## src/rtl/wb_stage_if.sv

```systemverilog
// MEM->WB handshake and register-file write bus for the write-back stage.
// The MEM side holds the master modport and the wb_stage holds the slave modport.
`ifndef DATA_WIDTH
`define DATA_WIDTH 32
`endif

interface wb_stage_if #(
   parameter int DATA_WIDTH = `DATA_WIDTH,
   parameter int REG_AW     = 5
);
   logic                  in_valid;
   logic                  in_ready;
   logic                  stall;
   logic                  flush;
   logic [DATA_WIDTH-1:0] alu_result;
   logic [DATA_WIDTH-1:0] rdata;
   logic [DATA_WIDTH-1:0] pc_plus4;
   logic [DATA_WIDTH-1:0] imm;
   logic [1:0]            wb_sel;
   logic [2:0]            funct3;
   logic                  reg_write_in;
   logic [REG_AW-1:0]     rd_in;
   logic [DATA_WIDTH-1:0] rd_wdata;
   logic                  reg_write_out;
   logic [REG_AW-1:0]     rd_out;
   logic                  fwd_valid;

   modport master (
      output in_valid, stall, flush, alu_result, rdata, pc_plus4, imm,
             wb_sel, funct3, reg_write_in, rd_in,
      input  in_ready, rd_wdata, reg_write_out, rd_out, fwd_valid
   );

   modport slave (
      input  in_valid, stall, flush, alu_result, rdata, pc_plus4, imm,
             wb_sel, funct3, reg_write_in, rd_in,
      output in_ready, rd_wdata, reg_write_out, rd_out, fwd_valid
   );
endinterface

```

## src/rtl/wb_stage.sv

```systemverilog
// Registered write-back stage: MEM/WB register, 4-way source mux, x0/kill gating, retire counter.
// Define WB_LOAD_ALIGN_EN to extract sub-word loads (funct3 + byte offset) on the MEM path.
`ifndef DATA_WIDTH
`define DATA_WIDTH 32
`endif

module wb_stage #(
   parameter int DATA_WIDTH = `DATA_WIDTH,
   parameter int REG_AW     = 5,
   parameter int CNT_WIDTH  = 32
) (
   input  logic                 clk,
   input  logic                 rst_n,
   wb_stage_if.slave            bus,
   output logic [CNT_WIDTH-1:0] retire_cnt
);

   typedef enum logic [1:0] {
      SEL_ALU = 2'd0,
      SEL_MEM = 2'd1,
      SEL_PC4 = 2'd2,
      SEL_IMM = 2'd3
   } wb_sel_e;

   typedef struct packed {
      logic                  reg_write;
      logic [REG_AW-1:0]     rd;
      wb_sel_e               sel;
`ifdef WB_LOAD_ALIGN_EN
      logic [2:0]            funct3;
`endif
      logic [DATA_WIDTH-1:0] alu;
      logic [DATA_WIDTH-1:0] rdata;
      logic [DATA_WIDTH-1:0] pc4;
      logic [DATA_WIDTH-1:0] imm;
   } stage_t;

   stage_t                st;
   stage_t                st_in;
   logic                  valid;
   logic                  capture;
   logic                  commit;
   logic [DATA_WIDTH-1:0] mem_data;

   assign bus.in_ready = ~bus.stall;
   assign capture      = bus.in_valid & bus.in_ready;
   // A held entry commits only on the cycle stall drops, so it writes exactly once.
   assign commit       = valid & ~bus.stall & ~bus.flush;

   always_comb begin
      st_in           = '0;
      st_in.reg_write = bus.reg_write_in;
      st_in.rd        = bus.rd_in;
      st_in.sel       = wb_sel_e'(bus.wb_sel);
`ifdef WB_LOAD_ALIGN_EN
      st_in.funct3    = bus.funct3;
`endif
      st_in.alu       = bus.alu_result;
      st_in.rdata     = bus.rdata;
      st_in.pc4       = bus.pc_plus4;
      st_in.imm       = bus.imm;
   end

   // NOTE: state registers use non-blocking assignments so every flop samples pre-edge values.
   // Flush outranks capture and stall; fields keep their value whenever no capture happens.
   always_ff @(posedge clk or negedge rst_n) begin
      if (!rst_n) begin
         valid <= 1'b0;
         st    <= '0;
      end else if (bus.flush) begin
         valid <= 1'b0;
      end else if (capture) begin
         valid <= 1'b1;
         st    <= st_in;
      end else if (!bus.stall) begin
         valid <= 1'b0;
      end
   end

   always_ff @(posedge clk or negedge rst_n) begin
      if (!rst_n) begin
         retire_cnt <= '0;
      end else if (commit) begin
         retire_cnt <= retire_cnt + CNT_WIDTH'(1);
      end
   end

`ifdef WB_LOAD_ALIGN_EN
   logic [7:0]  ld_byte;
   logic [15:0] ld_half;

   always_comb begin
      ld_byte = st.rdata[{st.alu[1:0], 3'b000} +: 8];
      ld_half = st.alu[1] ? st.rdata[31:16] : st.rdata[15:0];
      // NOTE: every combinational output gets a default first so no path can infer a latch.
      mem_data = st.rdata;
      case (st.funct3)
         3'b000:  mem_data = {{(DATA_WIDTH-8){ld_byte[7]}}, ld_byte};
         3'b001:  mem_data = {{(DATA_WIDTH-16){ld_half[15]}}, ld_half};
         3'b100:  mem_data = {{(DATA_WIDTH-8){1'b0}}, ld_byte};
         3'b101:  mem_data = {{(DATA_WIDTH-16){1'b0}}, ld_half};
         default: mem_data = st.rdata;
      endcase
   end
`else
   assign mem_data = st.rdata;
`endif

   always_comb begin
      bus.rd_wdata = st.alu;
      case (st.sel)
         SEL_ALU: bus.rd_wdata = st.alu;
         SEL_MEM: bus.rd_wdata = mem_data;
         SEL_PC4: bus.rd_wdata = st.pc4;
         SEL_IMM: bus.rd_wdata = st.imm;
         default: bus.rd_wdata = st.alu;
      endcase
   end

   assign bus.reg_write_out = commit & st.reg_write & (st.rd != '0);
   assign bus.fwd_valid     = bus.reg_write_out;
   assign bus.rd_out        = st.rd;

endmodule

```

## src/flat_wrapper.sv

```systemverilog
// flat-port wrapper written by rule: the top's interface ports become plain ports
module wb_stage_flat 
#(
   parameter int DATA_WIDTH = `DATA_WIDTH,
   parameter int REG_AW     = 5,
   parameter int CNT_WIDTH  = 32
)
  (clk, rst_n, retire_cnt, bus_in_valid, bus_stall, bus_flush, bus_alu_result, bus_rdata, bus_pc_plus4, bus_imm, bus_wb_sel, bus_funct3, bus_reg_write_in, bus_rd_in, bus_in_ready, bus_rd_wdata, bus_reg_write_out, bus_rd_out, bus_fwd_valid);
  wb_stage_if #(.DATA_WIDTH(DATA_WIDTH), .REG_AW(REG_AW)) bus_i ();
  input  logic clk;
  input  logic rst_n;
  output logic [CNT_WIDTH-1:0] retire_cnt;
  input wire logic [$bits(bus_i.in_valid)-1:0] bus_in_valid;
  input wire logic [$bits(bus_i.stall)-1:0] bus_stall;
  input wire logic [$bits(bus_i.flush)-1:0] bus_flush;
  input wire logic [$bits(bus_i.alu_result)-1:0] bus_alu_result;
  input wire logic [$bits(bus_i.rdata)-1:0] bus_rdata;
  input wire logic [$bits(bus_i.pc_plus4)-1:0] bus_pc_plus4;
  input wire logic [$bits(bus_i.imm)-1:0] bus_imm;
  input wire logic [$bits(bus_i.wb_sel)-1:0] bus_wb_sel;
  input wire logic [$bits(bus_i.funct3)-1:0] bus_funct3;
  input wire logic [$bits(bus_i.reg_write_in)-1:0] bus_reg_write_in;
  input wire logic [$bits(bus_i.rd_in)-1:0] bus_rd_in;
  output wire logic [$bits(bus_i.in_ready)-1:0] bus_in_ready;
  output wire logic [$bits(bus_i.rd_wdata)-1:0] bus_rd_wdata;
  output wire logic [$bits(bus_i.reg_write_out)-1:0] bus_reg_write_out;
  output wire logic [$bits(bus_i.rd_out)-1:0] bus_rd_out;
  output wire logic [$bits(bus_i.fwd_valid)-1:0] bus_fwd_valid;
  assign bus_i.in_valid = bus_in_valid;
  assign bus_i.stall = bus_stall;
  assign bus_i.flush = bus_flush;
  assign bus_i.alu_result = bus_alu_result;
  assign bus_i.rdata = bus_rdata;
  assign bus_i.pc_plus4 = bus_pc_plus4;
  assign bus_i.imm = bus_imm;
  assign bus_i.wb_sel = bus_wb_sel;
  assign bus_i.funct3 = bus_funct3;
  assign bus_i.reg_write_in = bus_reg_write_in;
  assign bus_i.rd_in = bus_rd_in;
  assign bus_in_ready = bus_i.in_ready;
  assign bus_rd_wdata = bus_i.rd_wdata;
  assign bus_reg_write_out = bus_i.reg_write_out;
  assign bus_rd_out = bus_i.rd_out;
  assign bus_fwd_valid = bus_i.fwd_valid;
  wb_stage #(.DATA_WIDTH(DATA_WIDTH), .REG_AW(REG_AW), .CNT_WIDTH(CNT_WIDTH)) u_core (.clk(clk), .rst_n(rst_n), .bus(bus_i), .retire_cnt(retire_cnt));
endmodule
```

## config.mk

```make
export PLATFORM = sky130hd
export DESIGN_NAME = wb_stage_flat
export DESIGN_NICKNAME = d
export VERILOG_FILES = /design/src/rtl/wb_stage_if.sv /design/src/rtl/wb_stage.sv /design/src/flat_wrapper.sv
export SDC_FILE = /design/constraint.sdc
export NUM_CORES = 1
export LEC_CHECK = 0
export CAP_MARGIN = 40
export CORE_ASPECT_RATIO = 1.5
export CORE_UTILIZATION = 40
export DETAILED_ROUTE_END_ITERATION = 16
export PLACE_DENSITY = 0.69
export SLEW_MARGIN = 25
export SYNTH_ARGS = -nofsm -noshare
export SYNTH_HDL_FRONTEND = slang
export SYNTH_SLANG_ARGS = --single-unit
```

## constraint.sdc

```tcl
create_clock -name clk -period 2.4 [get_ports clk]
set_clock_uncertainty 0.1 [all_clocks]
set_input_delay 0.48 -clock clk [delete_from_list [all_inputs] [get_ports clk]]
set_output_delay 0.48 -clock clk [all_outputs]
set_load 0.02 [all_outputs]
```

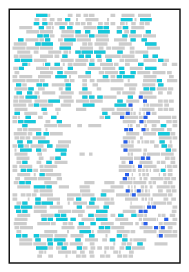
Figure 1: logic cells by family.
Scale: 1.5 px per um.
- cyan: mux cells (cells 170; most used mux2_2; where widely spread)
- blue: xor and xnor cells (cells 31; most used xnor2_1)

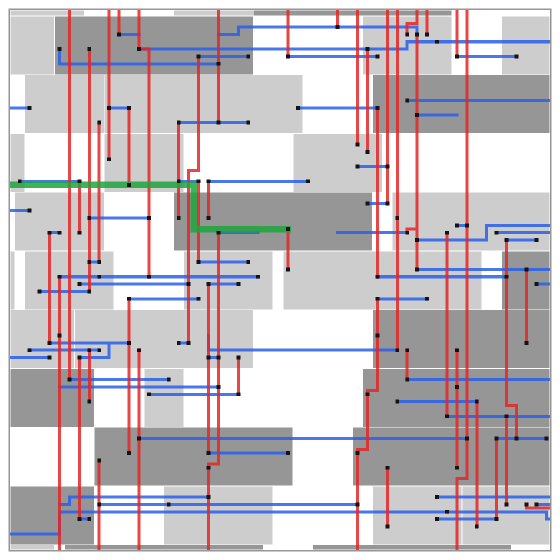
Figure 2: close-up of the layout.
Region (72, 114) to (97, 139) um. Cells in grey, sequential cells in the stronger grey; small squares are vias.
- blue: M1
- green: M3
- red: M2
- netlist names of flops here include: u_core.st (6), u_core.mem_data (1)
- sequential cells in the window: 7
- cells with their middle in the window: 24
- most frequent: mux2_2 (9), dfrtp_1 (7)

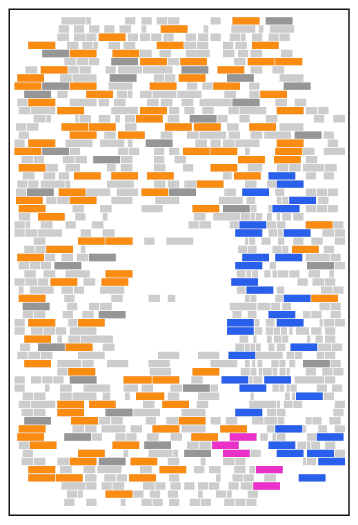
Figure 3: sequential cells grouped by signal name.
Scale: 3 px per um. Other sequential cells in the stronger grey, the rest of the logic in the fainter grey.
- orange: u_core.st (sequential cells 99; where widely spread)
- magenta: u_core.bus.rd_out (sequential cells 5)
- blue: u_core.retire_cnt (sequential cells 32)
- not coloured: 33
register area: 0.00423 mm^2
Seq/total area: 40.5%

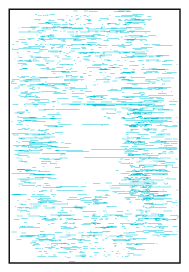
Figure 4: the metal 1 layer.
Scale: 1.5 px per um.
- wire length on this layer: 6,350 um
- longest straight run: 49.2 um
- share of all routed wire: 36%

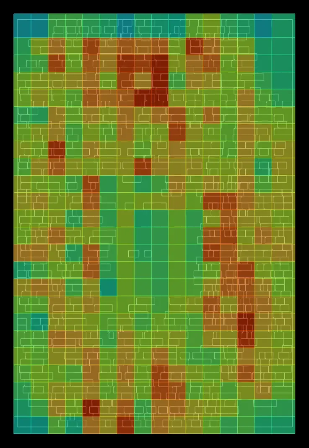
Figure 5: congestion heat map.
GR peak layer: met2
routed length per instance: 18.8 um
routing usage on met1: 21.7%

==> Changelog: implementation <==
### Changed

* CP Depth at 4
* IO Port Bufs at 212
* Max reg flops at 99
* Ys flops at 169
* Inverters at 3
* Async SR Flop Fraction at 100%
* # setup viols final at 0
* Yosys simple share at 5.42%
* OpenROAD warning count at 31
* Share of layout cells above drive strength 1 at 37.4%
* Combinational share of cell area at 28.5%
* Diodes inserted at 0
* Cell taking the most area after synthesis: dfrtp_1
* Fp util at 40.9%
* Worst Hold Launch: u_core.retire_cnt[31]$_DFFE_PN0P_
* Synth mux share at 30.9%
* Hold path cells at 1
* Setup_tns at 0 ps
* Synth top cell by count: dfrtp_1
* Placed Cells at 894
* Initial drt markers at 163
* Root Driver: clkbuf_16
* Reg2reg end: u_core.retire_cnt[28]$_DFFE_PN0P_
* YS chip area at 0.00736 mm^2
* Comb area at 0.00298 mm^2
* Maximum VDD drop at 473 uV
* GR Overflow Total at 0
* Slew headroom at 58.6%
* GRT met2 Usage at 35.2%
* Top non-seq family: multiplexers
* Yosys Warn Count at 0
* Part of the power in the clock network at 32.3%
* Final Non-Filler Cells at 928
* Drc violations at 0
* CP Data Arrival Time at 1770 ps
* H-Tree Depth at 4
* Postcts setup bufs at 1
* Adder share at 0.170%
* Cell area leaders: dfrtp_1, mux2_2, mux4_2, xnor2_1, xor2_1
* CTS buffer count at 17
* Initial antenna violation count at 1
* RSZ-0062 raised after global routing: yes
* Largest net degree at the start of global routing at 64
* Reg2reg setup slack at 410 ps
* Total Routing Usage GR at 19.5%
* First-pass GRT wire length at 28.0 mm
* Most numerous logic cells after layout: clkdlybuf4s50_1, dfrtp_1, mux2_2, mux4_2, buf_2
* Max_cap viols at 0
* CP max stage delay at 540 ps
* CP Capture Type: primary output
* Net Sw Frac at 26.9%
* Total Power at 8.43 mW
* Clock-cell share at 5.64%
* Bufs on Longest Clock Path at 2
* Layout Nets at 844
* Synth Area in Compound Gates at 0.136%
* CTS tree: built
* Top cell area share at 57.4%
* Lkg Pwr at 4.35 nW
* Synth-to-Final Area Change at 41.9%
* Flip-flops at 169
* Total die area at 0.0190 mm^2
* Synth Seq Share at 57.4%
* HP Class: register to register
* Clock distribution power at 2.72 mW
* Routed wl met2 at 9.75 mm
* Critical setup path kind: register to primary output
* Psw at 2.26 mW
* Status: finished, final reports clean
* Largest power group: sequential cells
* DR WL met3 at 976 um
* Vias per cell at 5.20
* Vias in the first global route at 5,322
* CP dominant cell by count: buf_12
* Cell Type Count at 28
* Post-route cell area at 0.0104 mm^2
* Comb pwr share at 25.3%
* Required time of the critical path at 1820 ps
* CTS Sinks at 169
* Comb gates at 269
* Crit path from: u_core.st[128]$_DFFE_PN0P_
* Seq. pwr at 3.58 mW
* R2R cell count at 5
* Largest cell class: sequential cells
* Cells after synthesis at 474
* Commonest Layout Cell: clkdlybuf4s50_1
* Internal at 6.16 mW
* M3 GR Usage at 5.69%
* Max layer used: met5
* Setup crit start kind: register
* Flop pwr share at 42.4%
* Gates resized, CTS repair at 142
* Via count at 4,824
* Max Clk Rate at 425 MHz
* Number of flops mapped to enable cells by yosys at 0
* Xor/xnor share at 3.69%
* Cell Area, Synth at 0.00736 mm^2
* Tap Count at 217
* Chip Width at 113 um
* Commonest flop: dfrtp_1
* Max-slew violations at 0
* Setup WS pre-CTS at -414 ps
* Clock slew at reported path FFs at 60 ps
* Core Util, Final at 58.0%
* Minimum clock period at 2350 ps
* Least-Margin Pin Slew at 622 ps
* Layout fillers at 1,470
* Number of nets at floorplan at 619
Power is estimated from default activity; no workload was simulated.
